File: src/rtl/lc3_mem_arbiter_if.sv
// Bus bundle between the two LC-3 memory requesters, the arbiter and the memory macro.
// The master modport is the arbiter's view; slave is the requester/memory side.
interface lc3_mem_arbiter_if #(
   parameter int ADDR_W = 16,
   parameter int DATA_W = 16
);
   logic              req0, we0, ack0;
   logic [ADDR_W-1:0] addr0;
   logic [DATA_W-1:0] wdata0, rdata0;
   logic              req1, we1, ack1;
   logic [ADDR_W-1:0] addr1;
   logic [DATA_W-1:0] wdata1, rdata1;
   logic              mem_en, mem_we;
   logic [ADDR_W-1:0] mem_addr;
   logic [DATA_W-1:0] mem_wdata, mem_rdata;
   logic [1:0]        grant;
   logic              busy;

   modport master (
      input  req0, we0, addr0, wdata0,
      input  req1, we1, addr1, wdata1,
      input  mem_rdata,
      output rdata0, ack0, rdata1, ack1,
      output mem_en, mem_we, mem_addr, mem_wdata,
      output grant, busy
   );

   modport slave (
      output req0, we0, addr0, wdata0,
      output req1, we1, addr1, wdata1,
      output mem_rdata,
      input  rdata0, ack0, rdata1, ack1,
      input  mem_en, mem_we, mem_addr, mem_wdata,
      input  grant, busy
   );
endinterface

File: src/rtl/lc3_mem_arbiter.sv
// Round-robin arbiter sharing the single-port LC-3 memory between the CPU (port 0)
// and the host loader (port 1); one access in flight, fixed memory read latency.
module lc3_mem_arbiter #(
   parameter int ADDR_W      = 16,
   parameter int DATA_W      = 16,
   parameter int MEM_LATENCY = 2
) (
   input logic               clk,
   input logic               reset,
   lc3_mem_arbiter_if.master bus
);

   localparam int CNT_W = $clog2(MEM_LATENCY + 1);

   typedef enum logic [1:0] {IDLE, ISSUE, WAIT, ACK} state_t;

   state_t            state, next_state;
   logic              last_grant;
   logic              owner;
   logic              we_q;
   logic [CNT_W-1:0]  cnt;
   logic [ADDR_W-1:0] addr_q;
   logic [DATA_W-1:0] wdata_q;
   logic [DATA_W-1:0] rdata0_q, rdata1_q;
   logic              any_req;
   logic              pick;

   // On a tie the port that did not win last time gets the memory.
   always_comb begin
      any_req = bus.req0 | bus.req1;
      pick    = 1'b0;
      if (bus.req0 && bus.req1) pick = ~last_grant;
      else if (bus.req1)        pick = 1'b1;
   end

   always_ff @(posedge clk) begin
      if (reset) state <= IDLE;
      else       state <= next_state;
   end

   always_comb begin
      next_state = state;
      case (state)
         IDLE:    if (any_req) next_state = ISSUE;
         ISSUE:   next_state = we_q ? ACK : WAIT;
         WAIT:    if (cnt == '0) next_state = ACK;
         ACK:     next_state = IDLE;
         default: next_state = IDLE;
      endcase
   end

   // Request fields are latched at grant, so later requester changes are ignored.
   always_ff @(posedge clk) begin
      if (reset) begin
         last_grant <= 1'b1;
         owner      <= 1'b0;
         we_q       <= 1'b0;
         cnt        <= '0;
         addr_q     <= '0;
         wdata_q    <= '0;
         rdata0_q   <= '0;
         rdata1_q   <= '0;
      end else begin
         case (state)
            IDLE: begin
               if (any_req) begin
                  owner      <= pick;
                  last_grant <= pick;
                  we_q       <= pick ? bus.we1    : bus.we0;
                  addr_q     <= pick ? bus.addr1  : bus.addr0;
                  wdata_q    <= pick ? bus.wdata1 : bus.wdata0;
               end
            end
            ISSUE: cnt <= CNT_W'(MEM_LATENCY - 1);
            WAIT: begin
               if (cnt == '0) begin
                  if (owner) rdata1_q <= bus.mem_rdata;
                  else       rdata0_q <= bus.mem_rdata;
               end else begin
                  cnt <= cnt - CNT_W'(1);
               end
            end
            default: ;
         endcase
      end
   end

   always_comb begin
      bus.mem_en    = (state == ISSUE);
      bus.mem_we    = (state == ISSUE) && we_q;
      bus.ack0      = (state == ACK) && !owner;
      bus.ack1      = (state == ACK) && owner;
      bus.busy      = (state != IDLE);
      bus.grant     = 2'b00;
      if (state != IDLE) bus.grant = owner ? 2'b10 : 2'b01;
      bus.mem_addr  = addr_q;
      bus.mem_wdata = wdata_q;
      bus.rdata0    = rdata0_q;
      bus.rdata1    = rdata1_q;
   end

endmodule
File: src/flat_wrapper.sv
// flat-port wrapper written by rule: the top's interface ports become plain ports
module lc3_mem_arbiter_flat 
#(
   parameter int ADDR_W      = 16,
   parameter int DATA_W      = 16,
   parameter int MEM_LATENCY = 2
)
  (clk, reset, bus_req0, bus_we0, bus_addr0, bus_wdata0, bus_req1, bus_we1, bus_addr1, bus_wdata1, bus_mem_rdata, bus_rdata0, bus_ack0, bus_rdata1, bus_ack1, bus_mem_en, bus_mem_we, bus_mem_addr, bus_mem_wdata, bus_grant, bus_busy);
  lc3_mem_arbiter_if #(.ADDR_W(ADDR_W), .DATA_W(DATA_W)) bus_i ();
  input logic clk;
  input logic reset;
  input wire logic [$bits(bus_i.req0)-1:0] bus_req0;
  input wire logic [$bits(bus_i.we0)-1:0] bus_we0;
  input wire logic [$bits(bus_i.addr0)-1:0] bus_addr0;
  input wire logic [$bits(bus_i.wdata0)-1:0] bus_wdata0;
  input wire logic [$bits(bus_i.req1)-1:0] bus_req1;
  input wire logic [$bits(bus_i.we1)-1:0] bus_we1;
  input wire logic [$bits(bus_i.addr1)-1:0] bus_addr1;
  input wire logic [$bits(bus_i.wdata1)-1:0] bus_wdata1;
  input wire logic [$bits(bus_i.mem_rdata)-1:0] bus_mem_rdata;
  output wire logic [$bits(bus_i.rdata0)-1:0] bus_rdata0;
  output wire logic [$bits(bus_i.ack0)-1:0] bus_ack0;
  output wire logic [$bits(bus_i.rdata1)-1:0] bus_rdata1;
  output wire logic [$bits(bus_i.ack1)-1:0] bus_ack1;
  output wire logic [$bits(bus_i.mem_en)-1:0] bus_mem_en;
  output wire logic [$bits(bus_i.mem_we)-1:0] bus_mem_we;
  output wire logic [$bits(bus_i.mem_addr)-1:0] bus_mem_addr;
  output wire logic [$bits(bus_i.mem_wdata)-1:0] bus_mem_wdata;
  output wire logic [$bits(bus_i.grant)-1:0] bus_grant;
  output wire logic [$bits(bus_i.busy)-1:0] bus_busy;
  assign bus_i.req0 = bus_req0;
  assign bus_i.we0 = bus_we0;
  assign bus_i.addr0 = bus_addr0;
  assign bus_i.wdata0 = bus_wdata0;
  assign bus_i.req1 = bus_req1;
  assign bus_i.we1 = bus_we1;
  assign bus_i.addr1 = bus_addr1;
  assign bus_i.wdata1 = bus_wdata1;
  assign bus_i.mem_rdata = bus_mem_rdata;
  assign bus_rdata0 = bus_i.rdata0;
  assign bus_ack0 = bus_i.ack0;
  assign bus_rdata1 = bus_i.rdata1;
  assign bus_ack1 = bus_i.ack1;
  assign bus_mem_en = bus_i.mem_en;
  assign bus_mem_we = bus_i.mem_we;
  assign bus_mem_addr = bus_i.mem_addr;
  assign bus_mem_wdata = bus_i.mem_wdata;
  assign bus_grant = bus_i.grant;
  assign bus_busy = bus_i.busy;
  lc3_mem_arbiter #(.ADDR_W(ADDR_W), .DATA_W(DATA_W), .MEM_LATENCY(MEM_LATENCY)) u_core (.clk(clk), .reset(reset), .bus(bus_i));
endmodule
File: config.mk
export PLATFORM = sky130hd
export DESIGN_NAME = lc3_mem_arbiter_flat
export DESIGN_NICKNAME = d
export VERILOG_FILES = /design/src/rtl/lc3_mem_arbiter_if.sv /design/src/rtl/lc3_mem_arbiter.sv /design/src/flat_wrapper.sv
export SDC_FILE = /design/constraint.sdc
export NUM_CORES = 1
export LEC_CHECK = 0
export CAP_MARGIN = 20
export CORE_MARGIN = 2
export CORE_UTILIZATION = 40
export DETAILED_ROUTE_END_ITERATION = 10
export PLACE_DENSITY_LB_ADDON = 0.12
export SLEW_MARGIN = 20
export SYNTH_ARGS = -nofsm -noshare
export SYNTH_HDL_FRONTEND = slang
export SYNTH_SLANG_ARGS = --single-unit
File: constraint.sdc
create_clock -name clk -period 3.4 [get_ports clk]
set_input_delay 0.68 -clock clk [delete_from_list [all_inputs] [get_ports clk]]
set_output_delay 0.68 -clock clk [all_outputs]
set_load 0.01 [all_outputs]
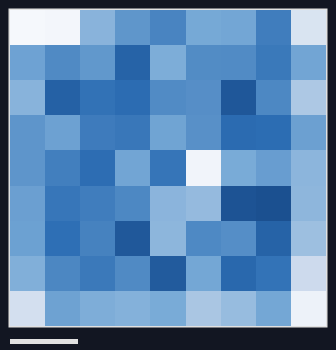
**Above:** cell area per tile.
Scale bar: 20 um. The die is cut into 9 by 9 equal tiles; white is low, dark blue is high, 0 to 100% covered.
tiles over 75% full: 16%
fullest tile: 87%
mean over tiles: 57%
starting utilization of the core area: 0.408
core occupancy in the finished layout: 0.646
area of the core: 7650 sq um

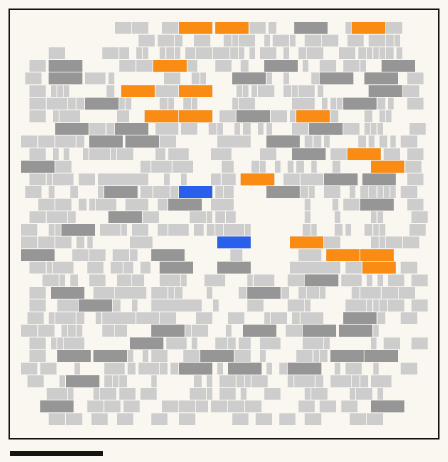
**Above:** where the registers sit.
Scale bar: 20 um.
[blue] u_core.cnt | sequential cells: 2
[orange] u_core.bus.rdata1 | sequential cells: 16
not colored: 53
sequential portion of the cell area: 0.288
sequential logic power: 0.00116 W
footprint of the flip-flops and latches: 1420 sq um

==> results.yml <==
# yosys + openroad results
outcome:
  outcome: "finished clean"
finish:
  layout.filler_cells: 647
  buffer_area_frac: 0.326
  clockNetworkAreaShare: 0.0496
  n_clock_buffer: 10
pwr:
  power_frac_clock: 0.233
  top_power_group: "combinational cells"
  p_per_cell_area_nw_per_um2: 711
  power.share.switching: 0.344
  p_int_w: 0.00230
worst_setup_path:
  crit_type: "reg -> out"
  crit_path_start_kind: "flip-flop"
  reg2reg_from: "u_core.state[0]$_SDFFE_PP0P_"
timing:
  timing.max_slew.rel_slack: 0.554
  rsz_0062_raised_after_global_routing: "no"
  post-route-min-period_ps: 2560
worst_hold_path:
  hp_class: "reg -> reg"
  hold-path-endpoint: "u_core.bus.rdata1[15]$_SDFFE_PP0P_"
  timing.hold.worst_path_depth: 2
routing:
  route.detailed.vias_per_inst: 4.87
  wl_met1_um: 3880
  met3WireLength_um: 550
  met2_wirelength_um: 4020
  ant_nets: 0
clock_tree:
  cts-hold-fix-buffers: 0
synth:
  yosys.cell_count.top_type: "nand2_1"
  synth_top_area_share: 0.456
  post_synth_instance_area_sq_um: 3120
  yosys.area_share.xor_xnor: 0
  ys_ff: 71
  fa_ha_area_frac: 0.0241
  post_synthesis_async_set_or_reset_flop_share: 0
grt:
  grt_first_pass_wirelength_um: 14000
  grt_util_all_layers: 0.205
  antenna_violations_before_repair: 0
die:
  number_of_rows_created_at_floorplan: 32
placed_design:
  place.port_buffers: 156
[cell usage in the layout, fill, tap and decap left out, types with 3 or more instances in the layout]
cell type	n
ha_1	6
nand2_1	97
nor2b_1	6
bufinv_16	3
clkbuf_8	10
clkdlybuf4s50_1	155
a211oi_1	5
a211oi_2	29
inv_1	5
a21oi_1	66
dfxtp_1	71
nor3_1	3
nor2_1	36
[per-stage QoR]
step / utilization / hold WS [ps] / area, sq um / cells / power, W
2_1_floorplan: - / 443 / 3120 / 373 / 0.00206
3_3_place_gp: 0.614 / 441 / 4700 / 606 / 0.00269
3_5_place_dp: 0.614 / 446 / 4700 / 606 / 0.00272
4_1_cts: 0.646 / 458 / 4940 / 622 / 0.00354
5_1_grt: 0.646 / 475 / 4940 / 622 / 0.00374
6_report: 0.646 / 453 / 4940 / 622 / 0.00352
No activity file was given, so power comes from the tool's default toggle rates.
